===== config.mk =====
export PLATFORM = sky130hd
export DESIGN_NAME = writeback_regfile
export DESIGN_NICKNAME = d
export VERILOG_FILES = /design/src/rtl/writeback_regfile.sv
export SDC_FILE = /design/constraint.sdc
export NUM_CORES = 2
export LEC_CHECK = 0
export CELL_PAD_IN_SITES_DETAIL_PLACEMENT = 1
export CELL_PAD_IN_SITES_GLOBAL_PLACEMENT = 1
export CORE_ASPECT_RATIO = 0.5
export CORE_MARGIN = 5
export CORE_UTILIZATION = 35
export DETAILED_ROUTE_END_ITERATION = 7
export PLACE_DENSITY_LB_ADDON = 0.25
export REMOVE_ABC_BUFFERS = 1
export SETUP_SLACK_MARGIN = 0.15
export SLEW_MARGIN = 5
export SYNTH_ARGS = -nofsm -noshare
export SYNTH_HDL_FRONTEND = slang
export SYNTH_SLANG_ARGS = --single-unit

===== constraint.sdc =====
create_clock -name clk_i -period 7.96 [get_ports clk_i]
set_input_delay 1.194 -clock clk_i [delete_from_list [all_inputs] [get_ports clk_i]]
set_output_delay 1.194 -clock clk_i [all_outputs]
set_load 0.1 [all_outputs]

===== src/rtl/writeback_regfile.sv =====
// ============================================================================
// writeback_regfile : Y86-64 writeback stage (W register, register file, retire/halt state)
// Optional macro WB_BYPASS_EN: read ports see the value committing this cycle
// Revision: 1.0
// ============================================================================
`default_nettype none

module writeback_regfile #(
  parameter int DATA_W = 64,
  parameter int AW     = 4,
  parameter int NREG   = 15,
  parameter int NUM_RD = 2,
  parameter int CNT_W  = 32
) (
  input  logic                     clk_i,
  input  logic                     rst_i,
  input  logic                     stall_i,
  input  logic                     bubble_i,
  input  logic [3:0]               icode_i,
  input  logic [2:0]               stat_i,
  input  logic [DATA_W-1:0]        valE_i,
  input  logic [DATA_W-1:0]        valM_i,
  input  logic [AW-1:0]            dstE_i,
  input  logic [AW-1:0]            dstM_i,
  input  logic [NUM_RD*AW-1:0]     rd_addr_i,
  output logic [NUM_RD*DATA_W-1:0] rd_data_o,
  output logic [3:0]               W_icode_o,
  output logic [2:0]               W_stat_o,
  output logic [DATA_W-1:0]        W_valE_o,
  output logic [DATA_W-1:0]        W_valM_o,
  output logic [AW-1:0]            W_dstE_o,
  output logic [AW-1:0]            W_dstM_o,
  output logic                     W_valid_o,
  output logic                     halted_o,
  output logic [CNT_W-1:0]         instret_o
);

  localparam logic [3:0]    c_INOP  = 4'h1;
  localparam logic [2:0]    c_AOK   = 3'd1;
  localparam logic [AW-1:0] c_RNONE = {AW{1'b1}};
  localparam logic [AW:0]   c_NREG  = (AW+1)'(NREG);

  logic [3:0]        icode_q;
  logic [2:0]        stat_q;
  logic [DATA_W-1:0] valE_q, valM_q;
  logic [AW-1:0]     dstE_q, dstM_q;
  logic              valid_q, done_q, halted_q;
  logic [CNT_W-1:0]  instret_q;
  logic [DATA_W-1:0] rf_q [NREG];

  logic w_commit, w_dstE_ok, w_dstM_ok, w_weE, w_weM;

  assign w_commit  = valid_q & (stat_q == c_AOK) & ~halted_q & ~done_q;
  assign w_dstE_ok = (dstE_q != c_RNONE) & ({1'b0, dstE_q} < c_NREG);
  assign w_dstM_ok = (dstM_q != c_RNONE) & ({1'b0, dstM_q} < c_NREG);
  // Same destination: valM takes the port, valE is dropped.
  assign w_weE     = w_commit & w_dstE_ok & ~(w_dstM_ok & (dstE_q == dstM_q));
  assign w_weM     = w_commit & w_dstM_ok;

  always_ff @(posedge clk_i) begin
    if (rst_i) begin
      icode_q   <= c_INOP;
      stat_q    <= c_AOK;
      valE_q    <= '0;
      valM_q    <= '0;
      dstE_q    <= c_RNONE;
      dstM_q    <= c_RNONE;
      valid_q   <= 1'b0;
      done_q    <= 1'b0;
      halted_q  <= 1'b0;
      instret_q <= '0;
      for (int i = 0; i < NREG; i++) rf_q[i] <= '0;
    end else begin
      if (stall_i) begin
        done_q <= done_q | w_commit;
      end else if (bubble_i) begin
        icode_q <= c_INOP;
        stat_q  <= c_AOK;
        valE_q  <= '0;
        valM_q  <= '0;
        dstE_q  <= c_RNONE;
        dstM_q  <= c_RNONE;
        valid_q <= 1'b0;
        done_q  <= 1'b0;
      end else begin
        icode_q <= icode_i;
        stat_q  <= stat_i;
        valE_q  <= valE_i;
        valM_q  <= valM_i;
        dstE_q  <= dstE_i;
        dstM_q  <= dstM_i;
        valid_q <= 1'b1;
        done_q  <= 1'b0;
      end
      if (valid_q && (stat_q != c_AOK)) halted_q <= 1'b1;
      if (w_commit) instret_q <= instret_q + CNT_W'(1);
      if (w_weE) rf_q[dstE_q] <= valE_q;
      if (w_weM) rf_q[dstM_q] <= valM_q;
    end
  end

  for (genvar k = 0; k < NUM_RD; k++) begin : g_rd
    logic [AW-1:0]     w_addr;
    logic              w_ok;
    logic [DATA_W-1:0] w_data;
    assign w_addr = rd_addr_i[k*AW +: AW];
    assign w_ok   = (w_addr != c_RNONE) & ({1'b0, w_addr} < c_NREG);
    always_comb begin
      w_data = '0;
      if (w_ok) begin
        w_data = rf_q[w_addr];
`ifdef WB_BYPASS_EN
        if (w_weM && (w_addr == dstM_q))      w_data = valM_q;
        else if (w_weE && (w_addr == dstE_q)) w_data = valE_q;
`endif
      end
    end
    assign rd_data_o[k*DATA_W +: DATA_W] = w_data;
  end

  assign W_icode_o = icode_q;
  assign W_stat_o  = stat_q;
  assign W_valE_o  = valE_q;
  assign W_valM_o  = valM_q;
  assign W_dstE_o  = dstE_q;
  assign W_dstM_o  = dstM_q;
  assign W_valid_o = valid_q;
  assign halted_o  = halted_q;
  assign instret_o = instret_q;

endmodule

`default_nettype wire


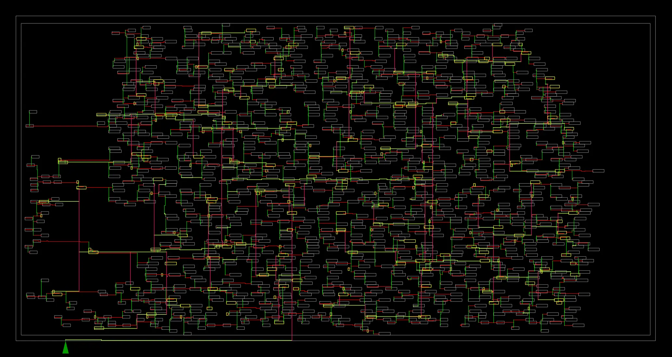
Fig. 1. Clock routing.
clk_skew: 0.03757 ns
clk pwr: 5910 uW
flop count: 1202

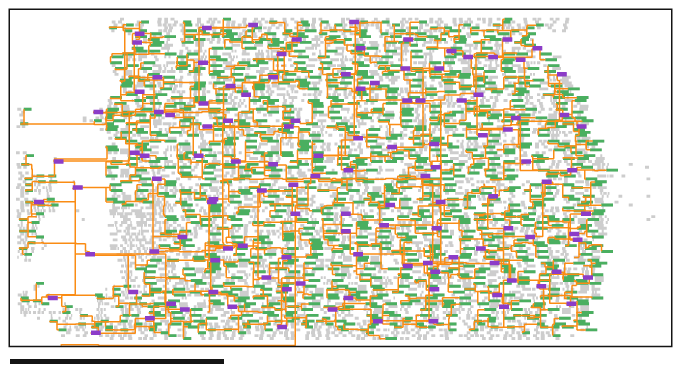
Fig. 2. Routed clock nets over the placement.
Scale bar: 200 um.
- orange: clock wires (length 17700 um)
- purple: clock drivers (count 119)
- green: flip-flops (count 1202)
- routed clock nets: 120

## cell families after synthesis
family	Yosys count	synth area share [%]
AOI/OAI and AO/OA	1692	22.89
DFF	1202	52.83
buffers and inverters	887	5.360
muxes	644	17.33
and+or+nand+nor	161	1.447
xor gates and xnor gates	8	0.1079
adders and majority gates	1	0.01926
other	1	0.005774
## power by group through the flow
stage | Combinational [uW] | Sequential (uW) | Clock, uW
global route | 2520 | 7310 | 6240
floorplan | 1270 | 7560 | 0
CTS | 2460 | 7280 | 5960
finish | 2470 | 7280 | 5910
global placement | 2440 | 7380 | 0
detailed placement | 2450 | 7410 | 0
## stage by stage
step,instance area [sq um],worst slack [ns]
after floorplan,61720,-7.813
after global placement,71090,1.516
after detailed placement,71090,1.532
after CTS,75050,1.515
after global routing,75070,1.435
final,75080,1.356
==> flow_metrics.py <==
# Generated from Yosys and OpenROAD reports
metrics = {
    "status": {
        "status": "finished, final reports clean",
    },
    "place": {
        "dp_hpwl_mm": 152.2,
        "dpl.cell_count": 6873,
    },
    "logic_synthesis": {
        "top_cell": "edfxtp_1",
        "syn_inst": 4596,
        "ys.flop_type": "edfxtp_1",
        "synth.distinct_cells": 48,
        "synthTopCellsByCount": "edfxtp_1, a32o_1, clkbuf_1",
        "yosysWarnings": 0,
        "largest_area_cell": "edfxtp_1",
    },
    "cells_and_area": {
        "buf_share_pct": 7.896,
        "finish.utilization_pct": 40.83,
        "finalNetCount": 4664,
        "area_delta_synth_final_pct": 15.60,
        "seq_area_sq_mm": 0.03431,
        "largest-register": "rf_q",
        "comb_share_pct": 36.92,
        "drive_gt1_share_pct": 17.46,
        "fin_cells": 7110,
        "logic_area_sq_mm": 0.02772,
        "clock_buffers": 191,
        "final_common_cell": "edfxtp_1",
        "n_all_buffers": 609,
    },
    "power_and_ir_drop": {
        "total_power_uw": 15660,
        "p_per_area_mw_per_mm2": 208.6,
        "p_leak_uw": 0.02435,
        "swShare_pct": 29.97,
        "power.internal_uw": 10970,
        "pwr-share-clk_pct": 37.7,
        "vdd_ir_drop_max_v": 0.0001907,
    },
    "worst_setup_path": {
        "cp-startpoint": "rd_addr_i[2]",
        "worstPathArrival_ns": 5.41,
        "reg2reg_setup_slack_ns": 3.25,
        "endpoint_kind": "primary output",
        "crit_top_cell": "a221oi_1",
        "cp_max_fo": 37,
        "crit_path_top_delay_cell": "nor2b_4",
    },
    "drt": {
        "dr.max_layer_used": "met4",
        "finalWirelength_mm": 279.9,
        "dr.first_iter.drc_count": 7868,
        "vias_per_cell": 7.180,
        "first_pass_iters": 6,
    },
    "clock_network": {
        "cts_tree": "yes",
        "clock_sinks": 1202,
        "post_cts_buffers": 0,
        "htreeDepth": 3,
        "numCtsBuffers": 119,
        "worstSkewPairLatency_ns": 0.77,
    },
    "timing": {
        "tightest_slew_ns": 1.344,
        "hold_violations": 0,
        "finalCritPeriodShare_pct": 82.96,
        "final.setup.tns_ns": 0,
        "max_freq_mhz": 151.4,
        "fin_crit_ns": 6.604,
    },
    "global_routing": {
        "use_met2_pct": 44.38,
        "grt_usage_pct": 27.56,
    },
    "die": {
        "fp_util_pct": 35.32,
        "std_cell_rows": 111,
        "dieArea_sq_mm": 0.1948,
    },
    "hold_path": {
        "min_from": "W_icode_o[1]",
    },
    "run": {
        "tool_warnings": 26,
    },
}
Power is estimated from default activity; no workload was simulated.
